File: src/rtl/pipelined_controller_pkg.sv
// Shared opcode, control-bundle and MDU types for the ID-stage controller.
// NOP_* bundles are the pipeline bubble: no register write, no store, no branch/jump.
package pipelined_controller_pkg;

  typedef enum logic [4:0] {
    LOAD    = 5'b00000,
    I_CALC  = 5'b00100,
    AUIPC   = 5'b00101,
    S_TYPE  = 5'b01000,
    R_TYPE  = 5'b01100,
    LUI     = 5'b01101,
    SB_TYPE = 5'b11000,
    JALR    = 5'b11001,
    UJ_TYPE = 5'b11011
  } opcode_t;

  localparam logic FUN7_M = 1'b1;

  typedef enum logic [2:0] {
    MUL    = 3'b000,
    MULH   = 3'b001,
    MULHSU = 3'b010,
    MULHU  = 3'b011,
    DIV    = 3'b100,
    DIVU   = 3'b101,
    REM    = 3'b110,
    REMU   = 3'b111
  } mdu_op_t;

  typedef enum logic [2:0] {
    IMMGEN_I = 3'd0,
    IMMGEN_S = 3'd1,
    IMMGEN_B = 3'd2,
    IMMGEN_U = 3'd3,
    IMMGEN_J = 3'd4
  } imm_sel_t;

  typedef enum logic {ALU_RS2 = 1'b0, ALU_IMM = 1'b1} alu_src_b_t;

  typedef enum logic [3:0] {
    ALU_ADD  = 4'd0,
    ALU_SUB  = 4'd1,
    ALU_SLL  = 4'd2,
    ALU_SLT  = 4'd3,
    ALU_SLTU = 4'd4,
    ALU_XOR  = 4'd5,
    ALU_SRL  = 4'd6,
    ALU_SRA  = 4'd7,
    ALU_OR   = 4'd8,
    ALU_AND  = 4'd9,
    ALU_LUI  = 4'd10
  } alu_ctrl_t;

  typedef enum logic {MEM_READ = 1'b0, MEM_WRITE = 1'b1} mem_rw_t;

  typedef enum logic [1:0] {
    MEMTOREG_ALU = 2'd0,
    MEMTOREG_MEM = 2'd1,
    MEMTOREG_PC4 = 2'd2,
    MEMTOREG_MDU = 2'd3
  } memto_reg_t;

  typedef enum logic {REG_NO_WRITE = 1'b0, REG_WRITE = 1'b1} reg_write_t;

  typedef struct packed {
    imm_sel_t imm_sel;
  } id_control_t;

  typedef struct packed {
    alu_src_b_t alu_src_b;
    alu_ctrl_t  alu_control;
    logic       branch;
    logic       inverse_branch;
    logic       pc_offset;
  } ex_control_t;

  typedef struct packed {
    mem_rw_t    mem_rw;
    logic [2:0] rw_type;
    logic       jump;
  } mem_control_t;

  typedef struct packed {
    memto_reg_t memto_reg;
    reg_write_t reg_write;
  } wb_control_t;

  localparam id_control_t  NOP_ID_CTRL  = '{imm_sel: IMMGEN_I};
  localparam ex_control_t  NOP_EX_CTRL  = '{alu_src_b: ALU_RS2, alu_control: ALU_ADD,
                                            branch: 1'b0, inverse_branch: 1'b0, pc_offset: 1'b0};
  localparam mem_control_t NOP_MEM_CTRL = '{mem_rw: MEM_READ, rw_type: 3'b000, jump: 1'b0};
  localparam wb_control_t  NOP_WB_CTRL  = '{memto_reg: MEMTOREG_ALU, reg_write: REG_NO_WRITE};

  // alt selects SUB for fun3=000 and SRA for fun3=101; ignored elsewhere
  function automatic alu_ctrl_t alu_from_fun3(input logic [2:0] f3, input logic alt);
    alu_ctrl_t op;
    case (f3)
      3'b000:  op = alt ? ALU_SUB : ALU_ADD;
      3'b001:  op = ALU_SLL;
      3'b010:  op = ALU_SLT;
      3'b011:  op = ALU_SLTU;
      3'b100:  op = ALU_XOR;
      3'b101:  op = alt ? ALU_SRA : ALU_SRL;
      3'b110:  op = ALU_OR;
      default: op = ALU_AND;
    endcase
    return op;
  endfunction

endpackage

File: src/rtl/pipelined_controller_base_decoder.sv
// Combinational RV32I main decode into id/ex/mem/wb bundles, zero latency, no flow control.
// Bubbles (valid_in=0) and unknown opcodes decode to NOP; unknown opcodes also raise illegal.
module base_decoder
  import pipelined_controller_pkg::*;
(
  input  logic         valid_in,
  input  opcode_t      opcode,
  input  logic [2:0]   fun3,
  input  logic         fun7,
  output id_control_t  id_ctrl,
  output ex_control_t  ex_ctrl,
  output mem_control_t mem_ctrl,
  output wb_control_t  wb_ctrl,
  output logic         illegal
);

  always_comb begin
    id_ctrl  = NOP_ID_CTRL;
    ex_ctrl  = NOP_EX_CTRL;
    mem_ctrl = NOP_MEM_CTRL;
    wb_ctrl  = NOP_WB_CTRL;
    illegal  = 1'b0;
    if (valid_in) begin
      case (opcode)
        R_TYPE: begin
          ex_ctrl.alu_control = alu_from_fun3(fun3, fun7);
          wb_ctrl.reg_write   = REG_WRITE;
        end
        I_CALC: begin
          id_ctrl.imm_sel     = IMMGEN_I;
          ex_ctrl.alu_src_b   = ALU_IMM;
          // fun7 is an immediate bit except on SRAI
          ex_ctrl.alu_control = alu_from_fun3(fun3, fun7 && (fun3 == 3'b101));
          wb_ctrl.reg_write   = REG_WRITE;
        end
        LOAD: begin
          id_ctrl.imm_sel   = IMMGEN_I;
          ex_ctrl.alu_src_b = ALU_IMM;
          mem_ctrl.rw_type  = fun3;
          wb_ctrl.memto_reg = MEMTOREG_MEM;
          wb_ctrl.reg_write = REG_WRITE;
        end
        JALR: begin
          id_ctrl.imm_sel   = IMMGEN_I;
          ex_ctrl.alu_src_b = ALU_IMM;
          mem_ctrl.jump     = 1'b1;
          wb_ctrl.memto_reg = MEMTOREG_PC4;
          wb_ctrl.reg_write = REG_WRITE;
        end
        S_TYPE: begin
          id_ctrl.imm_sel   = IMMGEN_S;
          ex_ctrl.alu_src_b = ALU_IMM;
          mem_ctrl.mem_rw   = MEM_WRITE;
          mem_ctrl.rw_type  = fun3;
        end
        SB_TYPE: begin
          id_ctrl.imm_sel        = IMMGEN_B;
          ex_ctrl.branch         = 1'b1;
          ex_ctrl.inverse_branch = fun3[0];
          if (!fun3[2])     ex_ctrl.alu_control = ALU_SUB;
          else if (fun3[1]) ex_ctrl.alu_control = ALU_SLTU;
          else              ex_ctrl.alu_control = ALU_SLT;
        end
        UJ_TYPE: begin
          id_ctrl.imm_sel   = IMMGEN_J;
          ex_ctrl.alu_src_b = ALU_IMM;
          ex_ctrl.pc_offset = 1'b1;
          mem_ctrl.jump     = 1'b1;
          wb_ctrl.memto_reg = MEMTOREG_PC4;
          wb_ctrl.reg_write = REG_WRITE;
        end
        LUI: begin
          id_ctrl.imm_sel     = IMMGEN_U;
          ex_ctrl.alu_src_b   = ALU_IMM;
          ex_ctrl.alu_control = ALU_LUI;
          wb_ctrl.reg_write   = REG_WRITE;
        end
        AUIPC: begin
          id_ctrl.imm_sel   = IMMGEN_U;
          ex_ctrl.alu_src_b = ALU_IMM;
          ex_ctrl.pc_offset = 1'b1;
          wb_ctrl.reg_write = REG_WRITE;
        end
        default: illegal = 1'b1;
      endcase
    end
  end

endmodule

File: src/rtl/pipelined_controller.sv
// ID-stage controller: RV32I decode plus RV32M sequencing; a multi-cycle M op stalls ID for LAT
// cycles (NOP bundles downstream) then issues its bundle with mdu_start; ex_flush kills ID at once.
module pipelined_controller
  import pipelined_controller_pkg::*;
#(
  parameter int ENABLE_M    = 1,
  parameter int MUL_LATENCY = 2,
  parameter int DIV_LATENCY = 33
) (
  input  logic         clk,
  input  logic         rst,
  input  logic         valid_in,
  input  opcode_t      opcode,
  input  logic [2:0]   fun3,
  input  logic         fun7,
  input  logic         fun7_m,
  input  logic         ex_flush,
  output id_control_t  id_ctrl,
  output ex_control_t  ex_ctrl,
  output mem_control_t mem_ctrl,
  output wb_control_t  wb_ctrl,
  output logic         stall_id,
  output logic         mdu_start,
  output mdu_op_t      mdu_op,
  output logic         illegal
);

  localparam int MAX_LAT = (MUL_LATENCY > DIV_LATENCY) ? MUL_LATENCY : DIV_LATENCY;
  localparam int CW      = (MAX_LAT < 1) ? 1 : $clog2(MAX_LAT + 1);
  localparam bit M_ON    = (ENABLE_M != 0);

  localparam ex_control_t  M_EX_CTRL  = '{alu_src_b: ALU_RS2, alu_control: ALU_ADD,
                                          branch: 1'b0, inverse_branch: 1'b0, pc_offset: 1'b0};
  localparam mem_control_t M_MEM_CTRL = '{mem_rw: MEM_READ, rw_type: 3'b000, jump: 1'b0};
  localparam wb_control_t  M_WB_CTRL  = '{memto_reg: MEMTOREG_MDU, reg_write: REG_WRITE};

  typedef enum logic [1:0] {IDLE, BUSY, ISSUE} ctrl_state_t;

  ctrl_state_t  state, state_nxt;
  logic [CW-1:0] cnt, cnt_nxt;
  logic [CW-1:0] lat;
  logic          m_enc, m_op, m_illegal, base_illegal, pass;

  id_control_t  base_id,  dec_id;
  ex_control_t  base_ex,  dec_ex;
  mem_control_t base_mem, dec_mem;
  wb_control_t  base_wb,  dec_wb;

  base_decoder u_base_decoder (
    .valid_in (valid_in),
    .opcode   (opcode),
    .fun3     (fun3),
    .fun7     (fun7),
    .id_ctrl  (base_id),
    .ex_ctrl  (base_ex),
    .mem_ctrl (base_mem),
    .wb_ctrl  (base_wb),
    .illegal  (base_illegal)
  );

  assign m_enc     = valid_in && (opcode == R_TYPE) && (fun7_m == FUN7_M);
  assign m_op      = m_enc && M_ON;
  assign m_illegal = m_enc && !M_ON;
  assign illegal   = base_illegal || m_illegal;
  assign lat       = fun3[2] ? CW'(DIV_LATENCY) : CW'(MUL_LATENCY);

  always_comb begin
    dec_id  = base_id;
    dec_ex  = base_ex;
    dec_mem = base_mem;
    dec_wb  = base_wb;
    if (m_op) begin
      dec_id  = NOP_ID_CTRL;
      dec_ex  = M_EX_CTRL;
      dec_mem = M_MEM_CTRL;
      dec_wb  = M_WB_CTRL;
    end else if (m_illegal) begin
      dec_id  = NOP_ID_CTRL;
      dec_ex  = NOP_EX_CTRL;
      dec_mem = NOP_MEM_CTRL;
      dec_wb  = NOP_WB_CTRL;
    end
  end

  always_ff @(posedge clk or posedge rst) begin
    if (rst) begin
      state <= IDLE;
      cnt   <= '0;
    end else begin
      state <= state_nxt;
      cnt   <= cnt_nxt;
    end
  end

  always_comb begin
    state_nxt = state;
    cnt_nxt   = cnt;
    stall_id  = 1'b0;
    mdu_start = 1'b0;
    pass      = 1'b0;
    if (rst) begin
      state_nxt = IDLE;
      cnt_nxt   = '0;
    end else if (ex_flush) begin
      state_nxt = IDLE;
      cnt_nxt   = '0;
    end else begin
      case (state)
        IDLE: begin
          if (m_op && (lat != '0)) begin
            stall_id  = 1'b1;
            cnt_nxt   = lat - CW'(1);
            state_nxt = (lat == CW'(1)) ? ISSUE : BUSY;
          end else begin
            // zero-latency M ops issue in the decode cycle itself
            pass      = 1'b1;
            mdu_start = m_op;
          end
        end
        BUSY: begin
          stall_id = 1'b1;
          cnt_nxt  = cnt - CW'(1);
          if (cnt == CW'(1)) state_nxt = ISSUE;
        end
        ISSUE: begin
          pass      = 1'b1;
          mdu_start = 1'b1;
          state_nxt = IDLE;
        end
        default: state_nxt = IDLE;
      endcase
    end
  end

  assign id_ctrl  = pass ? dec_id  : NOP_ID_CTRL;
  assign ex_ctrl  = pass ? dec_ex  : NOP_EX_CTRL;
  assign mem_ctrl = pass ? dec_mem : NOP_MEM_CTRL;
  assign wb_ctrl  = pass ? dec_wb  : NOP_WB_CTRL;
  assign mdu_op   = mdu_start ? mdu_op_t'(fun3) : MUL;

endmodule

File: config.mk
export PLATFORM = sky130hd
export DESIGN_NAME = pipelined_controller
export DESIGN_NICKNAME = d
export VERILOG_FILES = /design/src/rtl/pipelined_controller_pkg.sv /design/src/rtl/pipelined_controller_base_decoder.sv /design/src/rtl/pipelined_controller.sv
export SDC_FILE = /design/constraint.sdc
export NUM_CORES = 1
export LEC_CHECK = 0
export CAP_MARGIN = 25
export CORE_MARGIN = 2
export CORE_UTILIZATION = 46
export DETAILED_ROUTE_END_ITERATION = 6
export GPL_TIMING_DRIVEN = 0
export PLACE_DENSITY = 0.85
export SYNTH_ARGS = -nofsm -noshare
export SYNTH_HDL_FRONTEND = slang
export SYNTH_SLANG_ARGS = --single-unit
File: constraint.sdc
create_clock -name clk -period 4.2 [get_ports clk]
set_input_delay 1.26 -clock clk [delete_from_list [all_inputs] [get_ports clk]]
set_output_delay 1.26 -clock clk [all_outputs]
set_load 0.02 [all_outputs]
==> images/layers.png <==
The bar under the picture is 10 um long.
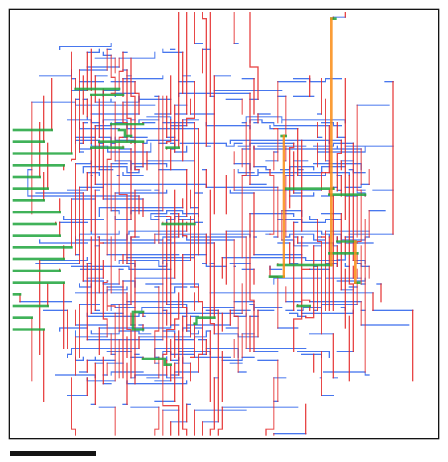
Key: M3 = green [wire length 144 um]; M4 = orange [wire length 49.6 um]; M1 = blue [wire length 1200 um]; M2 = red [wire length 1490 um]

==> images/clock_wires.png <==
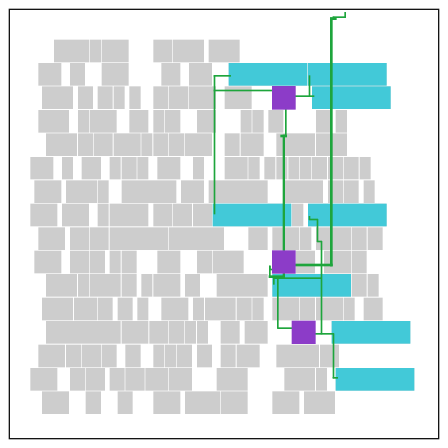
Key: flip-flops = cyan [count 8]; clock wires = green [length 133 um]; clock-net drivers = purple [count 3]
There are 4 routed clock nets.

==> images/port_trees.png <==
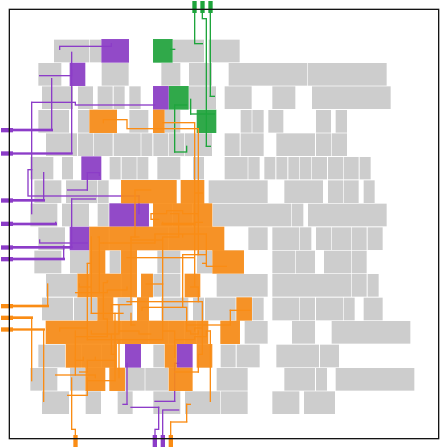
Key: `opcode` = orange [direction input, edge 3 left, 2 bottom, end cells 36, wire 359 um]; `mdu_op` = green [direction output, edge top, end cells 3, wire 44.8 um]; `ex_ctrl` = purple [direction output, edge 6 left, 2 bottom, end cells 8, wire 156 um]

==> images/pinout.png <==
Pins as bars across the die edge, other pins in grey.
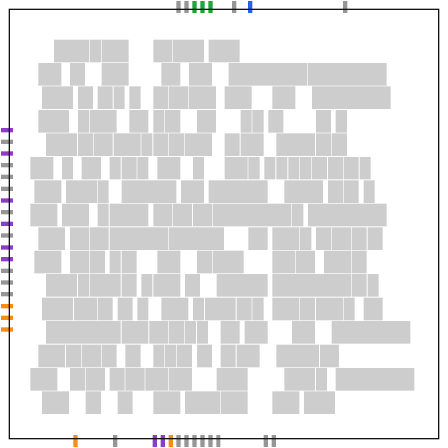
Key: `stall_id` = blue [pins 1, direction output, edge top]; `mdu_op` = green [pins 3, direction output, edge top]; `ex_ctrl` = purple [pins 8, direction output, edge 6 left, 2 bottom]; `opcode` = orange [pins 5, direction input, edge 3 left, 2 bottom]
All pins by edge: 18 left, 13 bottom, 8 top.

==> images/placed.png <==
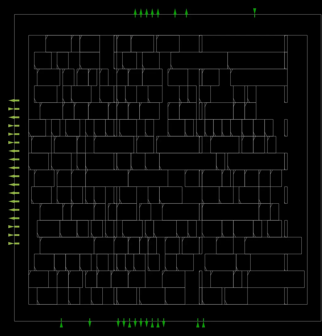
area of the core region: 1960 um^2
post-route core utilization: 0.715
sequential fraction of total cell area: 0.143

==> per-layer routing <==
| metal | part of all wire | routed length [um] | vias to the layer above |
|---|---|---|---|
| li1 | - | - | 587 |
| met1 | 0.42 | 1200 | 566 |
| met2 | 0.52 | 1490 | 56 |
| met3 | 0.050 | 143 | 6 |
| met4 | 0.017 | 49 | 0 |
| met5 | 0 | 0 | - |
==> stage by stage <==
| step | cells | util | TNS (ps) | setup slack (ps) | hold WS, ps |
|---|---|---|---|---|---|
| global placement | 199 | 0.684 | -11090 | -690 | 539 |
| detailed placement | 199 | 0.684 | -11340 | -690 | 541 |
| CTS | 206 | 0.715 | 0 | 4.74 | 548 |
| finish | 206 | 0.715 | 0 | 6.40 | 557 |
| floorplan | 137 | - | 0 | 218 | 509 |
| global route | 206 | 0.715 | -82.2 | -35.2 | 586 |
==> final cells by class <==
cell class / count / area (um^2)
plain buffers: 7 / 37.5
clock buffers: 3 / 22.5
fillers: 181 / 559
inverters: 7 / 26.3
multi-input cells: 114 / 738
flip-flops and latches: 8 / 200
well taps: 27 / 33.8
repair buffers: 40 / 344
==> power groups by stage <==
stage / clock network, mW / logic [mW] / registers (mW)
6_report: 0.0591 / 0.0568 / 0.0774
3_3_place_gp: 0 / 0.0528 / 0.0787
2_1_floorplan: 0 / 0.0306 / 0.0787
3_5_place_dp: 0 / 0.0535 / 0.0787
4_1_cts: 0.0603 / 0.0550 / 0.0774
5_1_grt: 0.0662 / 0.0621 / 0.0773
==> worst register-to-register path, delay by kind of cell, from the launching register on <==
| kind | cells | cell delay, ps |
|---|---|---|
| flip-flops | 1 | 480 |
| buffers and inverters | 1 | 360 |
| AND-OR/OR-AND | 2 | 290 |
| AND/OR/NAND/NOR | 2 | 380 |
==> flip-flops by register name, indices dropped and copies added (netlist names) <==
name / flops
cnt: 6
state: 2
==> ci_impl_report.md <==
## PnR job results

| Metric | Value |
|---|---|
| Status | `complete, no violations` |
| Final Hold Violating Endpoints | `0` |
| Logic depth of the worst path, buffers included | `6` |
| Vias | `1215` |
| Cell types with the highest counts after synthesis | `sky130_fd_sc_hd__nor2_1 (18), sky130_fd_sc_hd__a21oi_1 (14), sky130_fd_sc_hd__nand2_1 (10), sky130_fd_sc_hd__o21ai_0 (10)` |
| Last element of the critical path | `ex_ctrl[4]` |
| Summed standard-cell area reported by yosys | `957 um^2` |
| Area grow syn2layout | `46.5%` |
| Die Span X | `49.6 um` |
| Met1 demand-to-capacity share in global routing | `0.281` |
| Pin slew with the least headroom to its limit | `435 ps` |
| Clock slew at reported path FFs | `50 ps` |
| Worst setup path category | `input port to output pin` |
| DR DRC count | `0` |
| Switching portion of total power | `0.312` |
| Number of buffers on the longest clock path | `2` |
| Asr flop ratio synth | `1.00` |
| Worst hold path class | `register to register` |
| Number of antenna violations at the first check in global routing | `0` |
| Wire length of the first global-routing pass | `4730 um` |
| Overall global routing resource usage | `0.243` |
| Launch point of the worst reg-to-reg path | `state[0]` |
| Overflow left after global routing | `0` |
| Port-buffer cells | `35` |
| Fin Clk Skew | `0.272 ps` |
| Fraction of power consumed by sequential logic | `0.400` |
| Post-synthesis sequential area ratio | `0.209` |
| Post-synth regs | `8` |
| Resized Gates After CTS | `57` |
| Xor-xnor portion of the synthesized cell area | `0` |
| H-tree Lvls | `1` |
| Setup repair after global routing missed its margin | `true` |
| Routability congestion estimate | `0.833` |
| Synth top area share | `0.209` |
| TritonCTS Buffers | `3` |
| Worst min-delay path endpoint | `state[1]` |
| Leakage | `0.603 nW` |
| Count of boundary I/O pins | `39` |
| Ordered cell list for the critical path | `clkdlybuf4s15_1, or4b_4, a31o_4, a211o_4, a31oi_2, buf_4` |
| Hold buffers post-CTS | `0` |
| Number of violations of the max-capacitance limit | `0` |
| Most common library cell in the layout ignoring fill and taps | `sky130_fd_sc_hd__nor2_1` |
| Yosys Warn Count | `0` |
| Area of the die | `2460 um^2` |
| Reg-to-reg endpoint | `cnt[5]` |
| CTS tree | `done` |
| Largest net degree at the start of global routing | `11` |
| Arithmetic-cell share of the synthesized area counting full adders, half adders and majority gates | `0.0261` |
| Number of flops mapped to enable cells by yosys | `0` |
Power and IR drop assume default switching activity.
